Fig. 1: clock wires, drivers and flops
Scale bar: 50 µm.
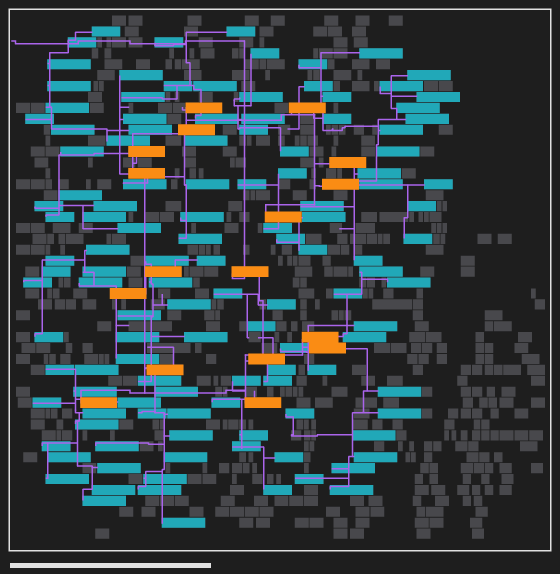
Fig. 2: met4 routing
Supply wires on this layer in gray.
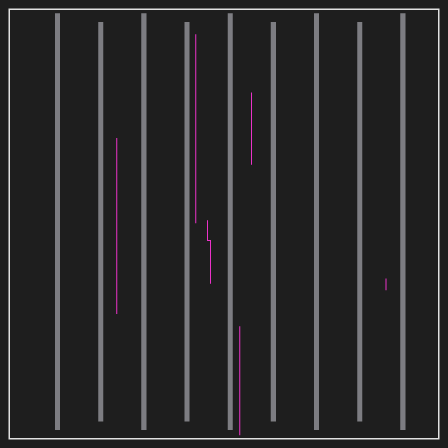
Fig. 3: the clock network
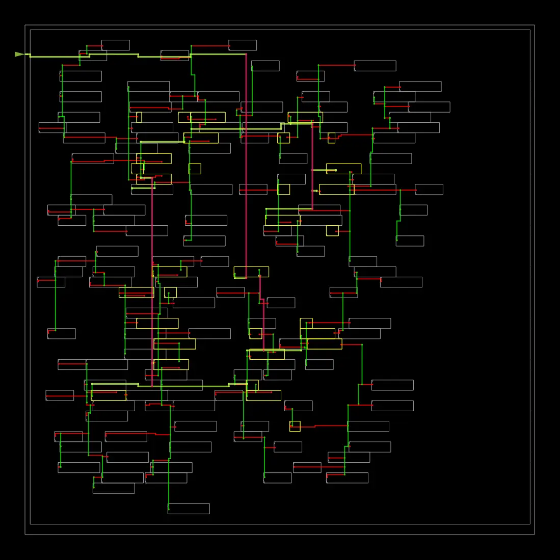
--- config.mk ---
export PLATFORM = sky130hd
export DESIGN_NAME = riscv_wb_arbiter_flat
export DESIGN_NICKNAME = d
export VERILOG_FILES = /design/src/rtl/riscv_wb_pkg.sv /design/src/rtl/riscv_wb_arbiter_if.sv /design/src/rtl/riscv_wb_fifo.sv /design/src/rtl/riscv_wb_arbiter.sv /design/src/flat_wrapper.sv
export SDC_FILE = /design/constraint.sdc
export NUM_CORES = 1
export LEC_CHECK = 0
export CAP_MARGIN = 40
export CELL_PAD_IN_SITES_DETAIL_PLACEMENT = 0
export CELL_PAD_IN_SITES_GLOBAL_PLACEMENT = 2
export CORE_UTILIZATION = 30
export CTS_CLUSTER_DIAMETER = 80
export DETAILED_ROUTE_END_ITERATION = 16
export GPL_TIMING_DRIVEN = 0
export PLACE_DENSITY_LB_ADDON = 0.2
export SYNTH_ARGS = -nofsm -noshare
export SYNTH_HDL_FRONTEND = slang
export SYNTH_SLANG_ARGS = --single-unit
--- constraint.sdc ---
create_clock -name clk -period 2.9 [get_ports clk]
set_clock_uncertainty 0.2 [all_clocks]
set_input_delay 0.58 -clock clk [delete_from_list [all_inputs] [get_ports clk]]
set_output_delay 0.58 -clock clk [all_outputs]
set_load 0.01 [all_outputs]
--- src/rtl/riscv_wb_pkg.sv ---
// riscv_wb_pkg: grant encoding and default widths shared by the write-back arbiter files
package riscv_wb_pkg;
  localparam int DEF_DATA_WIDTH = 32;
  localparam int DEF_ADDR_WIDTH = 5;
  localparam int DEF_FIFO_DEPTH = 2;
  localparam int DEF_STARVE_LIMIT = 4;
  typedef enum logic [1:0] {
    GNT_NONE = 2'd0,
    GNT_ALU  = 2'd1,
    GNT_LL   = 2'd2
  } gnt_e;
endpackage

--- src/rtl/riscv_wb_arbiter_if.sv ---
// riscv_wb_arbiter_if: ALU / long-latency result inputs and register-file write port
interface riscv_wb_arbiter_if
  import riscv_wb_pkg::*;
#(
  parameter int DATA_WIDTH = DEF_DATA_WIDTH,
  parameter int ADDR_WIDTH = DEF_ADDR_WIDTH
);
  logic                     alu_valid;
  logic                     alu_ready;
  logic [ADDR_WIDTH-1:0]    alu_addr;
  logic [DATA_WIDTH-1:0]    alu_data;
  logic                     ll_valid;
  logic                     ll_ready;
  logic [ADDR_WIDTH-1:0]    ll_addr;
  logic [DATA_WIDTH-1:0]    ll_data;
  logic                     wr_en;
  logic [ADDR_WIDTH-1:0]    wr_addr;
  logic [DATA_WIDTH-1:0]    wr_data;
  logic [2**ADDR_WIDTH-1:0] pending;
  modport master (
    output alu_valid, alu_addr, alu_data, ll_valid, ll_addr, ll_data,
    input  alu_ready, ll_ready, wr_en, wr_addr, wr_data, pending
  );
  modport slave (
    input  alu_valid, alu_addr, alu_data, ll_valid, ll_addr, ll_data,
    output alu_ready, ll_ready, wr_en, wr_addr, wr_data, pending
  );
endinterface

--- src/rtl/riscv_wb_fifo.sv ---
// riscv_wb_fifo: in-order buffer of long-latency results exposing per-entry destinations
module riscv_wb_fifo #(
  parameter int DATA_WIDTH = 32,
  parameter int ADDR_WIDTH = 5,
  parameter int DEPTH      = 2
) (
  input  logic                    clk,
  input  logic                    rst,
  input  logic                    i_push,
  input  logic [ADDR_WIDTH-1:0]   i_push_addr,
  input  logic [DATA_WIDTH-1:0]   i_push_data,
  input  logic                    i_pop,
  output logic [$clog2(DEPTH):0]  o_count,
  output logic [ADDR_WIDTH-1:0]   o_head_addr,
  output logic [DATA_WIDTH-1:0]   o_head_data,
  output logic [ADDR_WIDTH-1:0]   o_addr [DEPTH],
  output logic [DEPTH-1:0]        o_valid
);
  localparam int PW = $clog2(DEPTH);
  localparam int CW = PW + 1;
  logic [ADDR_WIDTH-1:0] r_addr [DEPTH];
  logic [DATA_WIDTH-1:0] r_data [DEPTH];
  logic [DEPTH-1:0]      r_valid;
  logic [PW-1:0]         r_wp, r_rp;
  logic [CW-1:0]         r_count;
  // Payload storage needs no reset; the valid bits and count gate everything observable.
  always_ff @(posedge clk) begin
    if (i_push) begin
      r_addr[r_wp] <= i_push_addr;
      r_data[r_wp] <= i_push_data;
    end
  end
  always_ff @(posedge clk) begin
    if (rst) begin
      r_valid <= '0;
      r_wp    <= '0;
      r_rp    <= '0;
      r_count <= '0;
    end else begin
      if (i_pop) begin
        r_valid[r_rp] <= 1'b0;
        r_rp          <= r_rp + PW'(1);
      end
      if (i_push) begin
        r_valid[r_wp] <= 1'b1;
        r_wp          <= r_wp + PW'(1);
      end
      r_count <= r_count + CW'(i_push) - CW'(i_pop);
    end
  end
  assign o_count     = r_count;
  assign o_head_addr = r_addr[r_rp];
  assign o_head_data = r_data[r_rp];
  assign o_addr      = r_addr;
  assign o_valid     = r_valid;
endmodule

--- src/rtl/riscv_wb_arbiter.sv ---
// riscv_wb_arbiter: merges ALU and buffered long-latency results onto one register-file write port
module riscv_wb_arbiter
  import riscv_wb_pkg::*;
#(
  parameter int DATA_WIDTH   = DEF_DATA_WIDTH,
  parameter int ADDR_WIDTH   = DEF_ADDR_WIDTH,
  parameter int FIFO_DEPTH   = DEF_FIFO_DEPTH,
  parameter int STARVE_LIMIT = DEF_STARVE_LIMIT
) (
  input logic              clk,
  input logic              rst,
  riscv_wb_arbiter_if.slave bus
);
  localparam int CW  = $clog2(FIFO_DEPTH) + 1;
  localparam int AGW = $clog2(STARVE_LIMIT + 1);
  localparam logic [CW-1:0]  DEPTH_C = CW'(FIFO_DEPTH);
  localparam logic [AGW-1:0] LIMIT_C = AGW'(STARVE_LIMIT);
  logic [CW-1:0]            w_count, w_count_nxt;
  logic [ADDR_WIDTH-1:0]    w_head_addr, w_sel_addr;
  logic [DATA_WIDTH-1:0]    w_head_data, w_sel_data;
  logic [ADDR_WIDTH-1:0]    w_ent_addr [FIFO_DEPTH];
  logic [FIFO_DEPTH-1:0]    w_ent_valid;
  logic [AGW-1:0]           r_age, w_age_nxt;
  logic                     r_starve;
  logic                     w_push, w_pop, w_nonempty, w_ll_ready, w_alu_ready;
  gnt_e                     w_gnt;
  logic                     r_wr_en;
  logic [ADDR_WIDTH-1:0]    r_wr_addr;
  logic [DATA_WIDTH-1:0]    r_wr_data;
  logic [2**ADDR_WIDTH-1:0] w_pending;
  riscv_wb_fifo #(
    .DATA_WIDTH(DATA_WIDTH),
    .ADDR_WIDTH(ADDR_WIDTH),
    .DEPTH     (FIFO_DEPTH)
  ) u_fifo (
    .clk        (clk),
    .rst        (rst),
    .i_push     (w_push),
    .i_push_addr(bus.ll_addr),
    .i_push_data(bus.ll_data),
    .i_pop      (w_pop),
    .o_count    (w_count),
    .o_head_addr(w_head_addr),
    .o_head_data(w_head_data),
    .o_addr     (w_ent_addr),
    .o_valid    (w_ent_valid)
  );
  // Starved head preempts the ALU; otherwise the ALU wins and the FIFO takes idle slots.
  always_comb begin
    w_nonempty  = w_count != '0;
    w_ll_ready  = !rst && (w_count < DEPTH_C);
    w_alu_ready = !rst && !r_starve;
    w_push      = bus.ll_valid && w_ll_ready;
    w_gnt       = r_starve ? GNT_LL : bus.alu_valid ? GNT_ALU : w_nonempty ? GNT_LL : GNT_NONE;
    w_pop       = w_gnt == GNT_LL;
    w_sel_addr  = (w_gnt == GNT_ALU) ? bus.alu_addr : w_head_addr;
    w_sel_data  = (w_gnt == GNT_ALU) ? bus.alu_data : w_head_data;
    w_count_nxt = w_count + CW'(w_push) - CW'(w_pop);
    w_age_nxt   = (w_pop || !w_nonempty) ? '0 : (r_age == LIMIT_C) ? r_age : r_age + AGW'(1);
  end
  always_comb begin
    w_pending = '0;
    for (int i = 0; i < FIFO_DEPTH; i++)
      if (w_ent_valid[i]) w_pending[w_ent_addr[i]] = 1'b1;
    w_pending[0] = 1'b0;
  end
  always_ff @(posedge clk) begin
    if (rst) begin
      r_age     <= '0;
      r_starve  <= 1'b0;
      r_wr_en   <= 1'b0;
      r_wr_addr <= '0;
      r_wr_data <= '0;
    end else begin
      r_age    <= w_age_nxt;
      r_starve <= (w_count_nxt != '0) && (w_age_nxt >= LIMIT_C);
      r_wr_en  <= (w_gnt != GNT_NONE) && (w_sel_addr != '0);
      if (w_gnt != GNT_NONE) begin
        r_wr_addr <= w_sel_addr;
        r_wr_data <= w_sel_data;
      end
    end
  end
  assign bus.ll_ready  = w_ll_ready;
  assign bus.alu_ready = w_alu_ready;
  assign bus.wr_en     = r_wr_en;
  assign bus.wr_addr   = r_wr_addr;
  assign bus.wr_data   = r_wr_data;
  assign bus.pending   = w_pending;
endmodule

--- src/flat_wrapper.sv ---
// flat-port wrapper written by rule: the top's interface ports become plain ports
module riscv_wb_arbiter_flat import riscv_wb_pkg::*;
#(
  parameter int DATA_WIDTH   = DEF_DATA_WIDTH,
  parameter int ADDR_WIDTH   = DEF_ADDR_WIDTH,
  parameter int FIFO_DEPTH   = DEF_FIFO_DEPTH,
  parameter int STARVE_LIMIT = DEF_STARVE_LIMIT
)
  (clk, rst, bus_alu_valid, bus_alu_addr, bus_alu_data, bus_ll_valid, bus_ll_addr, bus_ll_data, bus_alu_ready, bus_ll_ready, bus_wr_en, bus_wr_addr, bus_wr_data, bus_pending);
  riscv_wb_arbiter_if #(.DATA_WIDTH(DATA_WIDTH), .ADDR_WIDTH(ADDR_WIDTH)) bus_i ();
  input logic clk;
  input logic rst;
  input wire logic [$bits(bus_i.alu_valid)-1:0] bus_alu_valid;
  input wire logic [$bits(bus_i.alu_addr)-1:0] bus_alu_addr;
  input wire logic [$bits(bus_i.alu_data)-1:0] bus_alu_data;
  input wire logic [$bits(bus_i.ll_valid)-1:0] bus_ll_valid;
  input wire logic [$bits(bus_i.ll_addr)-1:0] bus_ll_addr;
  input wire logic [$bits(bus_i.ll_data)-1:0] bus_ll_data;
  output wire logic [$bits(bus_i.alu_ready)-1:0] bus_alu_ready;
  output wire logic [$bits(bus_i.ll_ready)-1:0] bus_ll_ready;
  output wire logic [$bits(bus_i.wr_en)-1:0] bus_wr_en;
  output wire logic [$bits(bus_i.wr_addr)-1:0] bus_wr_addr;
  output wire logic [$bits(bus_i.wr_data)-1:0] bus_wr_data;
  output wire logic [$bits(bus_i.pending)-1:0] bus_pending;
  assign bus_i.alu_valid = bus_alu_valid;
  assign bus_i.alu_addr = bus_alu_addr;
  assign bus_i.alu_data = bus_alu_data;
  assign bus_i.ll_valid = bus_ll_valid;
  assign bus_i.ll_addr = bus_ll_addr;
  assign bus_i.ll_data = bus_ll_data;
  assign bus_alu_ready = bus_i.alu_ready;
  assign bus_ll_ready = bus_i.ll_ready;
  assign bus_wr_en = bus_i.wr_en;
  assign bus_wr_addr = bus_i.wr_addr;
  assign bus_wr_data = bus_i.wr_data;
  assign bus_pending = bus_i.pending;
  riscv_wb_arbiter #(.DATA_WIDTH(DATA_WIDTH), .ADDR_WIDTH(ADDR_WIDTH), .FIFO_DEPTH(FIFO_DEPTH), .STARVE_LIMIT(STARVE_LIMIT)) u_core (.clk(clk), .rst(rst), .bus(bus_i));
endmodule
==> summary.txt <==
Status: completed
Most common logic cell in the routed design: clkdlybuf4s50_1
TritonCTS clock tree: yes
GP Congestion: 0.742
Final setup vio count: 0
Synth Instances: 451
Total power: 0.00495 W
OpenROAD warning count: 27
DRC Markers: 0
Yosys Instances: 451
Period utilization: 0.977
Final Util: 0.453
Initial antenna violation count: 0
Drt via density: 4.69
Pre-antenna DRT Iters: 5
DPL Wire Length: 10200 µm
Post-synth ARST share: 0
Grt total ovfl: 0
Fin cells: 870
TritonCTS Buffers: 17
Slew headroom: 0.645
Area growth syn-to-layout: 48.1%
Largest net degree at the start of global routing: 27
Worst-margin pin slew: 0.532 ns
Total Wirelength: 14300 µm
Crit path launch type: flop
CTS max path bufs: 2
DR iter-0 viols: 177
Full die area: 18100 µm²
Back to the opening pictures, Fig. 1:
Purple stands for clock wires, length 1620 µm. Cyan stands for flip-flops, count 123. Orange stands for clock-net drivers, count 17.
There are 18 routed clock nets.

Back to the opening pictures, Fig. 2:
The layer holds 1.4% of the routed length. The wires run mostly vertical.

Back to the opening pictures, Fig. 3:
Clock Power: 0.00209 W
clkbuf count: 17
clk sinks: 123

[final cells by class]
| cell class | count | area share |
|---|---|---|
| Sequential cell | 123 | 0.410 |
| Multi-Input combinational cell | 288 | 0.238 |
| Timing Repair Buffer | 168 | 0.214 |
| Clock buffer | 17 | 0.0545 |
| Tap cell | 225 | 0.0361 |
| Buffer | 28 | 0.0229 |
| Clock inverter | 15 | 0.0210 |
| Inverter | 6 | 0.00289 |
[final timing paths]
| path | startpoint | to | slack, ns |
|---|---|---|---|
| max | u_core.u_fifo.o_addr[5] | bus_pending[24] | 0.07 |
| min | u_core.bus.wr_data[4] | u_core.bus.wr_data[4] | 0.25 |
| max reg2reg | u_core.r_starve | u_core.r_starve | 0.77 |
| min reg2reg | u_core.bus.wr_data[4] | u_core.bus.wr_data[4] | 0.25 |
[synth_stat cells (2+ instances only)]
cell,instances
ha_1,3
o22ai_1,31
buf_2,10
nand3_1,4
dfxtp_1,49
o211ai_2,12
xnor2_1,2
clkbuf_1,15
nor2b_1,2
buf_6,7
or3b_2,5
nand3b_1,10
nand2_1,81
mux2i_1,33
a21oi_1,41
nor3b_1,2
mux2_2,7
nor3_1,3
nor2_1,13
o211ai_1,22
o21ai_0,3
inv_1,6
buf_4,2
or3_1,2
edfxtp_1,74
[state kept, by name (all words and copies together), names as in the netlist, named ones only]
name and count:
u_core.r_age 3, u_core.u_fifo.r_wp 1, u_core.u_fifo.r_rp 1, u_core.u_fifo.r_data 64, u_core.bus.wr_addr 5, u_core.u_fifo.o_addr 10, u_core.bus.wr_data 32, u_core.u_fifo.o_count 2
u_core.r_starve 1, u_core.bus.wr_en 1, u_core.u_fifo.o_valid 2
[metal layers]
layer	vias up	global-route usage	share of wire
li1	2029	-	-
met1	1924	0.191	0.43
met2	112	0.278	0.50
met3	16	0.0469	0.060
met4	0	0.0537	0.014
met5	-	0	0
[what timing repair did]
action	CTS	global route
hold endpoints to repair	0	0
setup buffers	15	3
setup endpoints to repair	22	14
resized	11	10
[stage by stage]
stage | setup WS (ns) | hold WS, ns | cell area (µm²)
finish | 0.0676 | 0.250 | 7810
global route | 0.00886 | 0.273 | 7810
CTS | 0.00380 | 0.250 | 7760
detailed placement | -0.300 | 0.242 | 7080
global placement | -0.983 | 0.239 | 7030
floorplan | 0.146 | 0.240 | 5270
[worst max-delay path, stage by stage (launching register included)]
cell and delay (ns):
edfxtp_1 0.44, or3b_4 0.48, o22ai_1 0.18, clkdlybuf4s50_1 0.55
[kinds of logic after synthesis]
group                      share of synthesized area
AOI/OAI and AO/OA                              0.145
adders and majority gates                    0.00712
and+or+nand+nor                                0.114
buffers and inverters                         0.0422
muxes                                         0.0805
other                                       0.000711
DFF                                            0.608
xor gates and xnor gates                     0.00332
[power by group through the flow]
stage	clock network (W)	registers, W	logic (W)
after global routing	0.00220	0.00206	0.000890
after detailed placement	0	0.00208	0.000820
final	0.00209	0.00204	0.000817
after CTS	0.00214	0.00204	0.000832
after global placement	0	0.00208	0.000802
after floorplan	0	0.00210	0.000403
Power figures rest on the tool's default switching activity, not on a simulated workload.
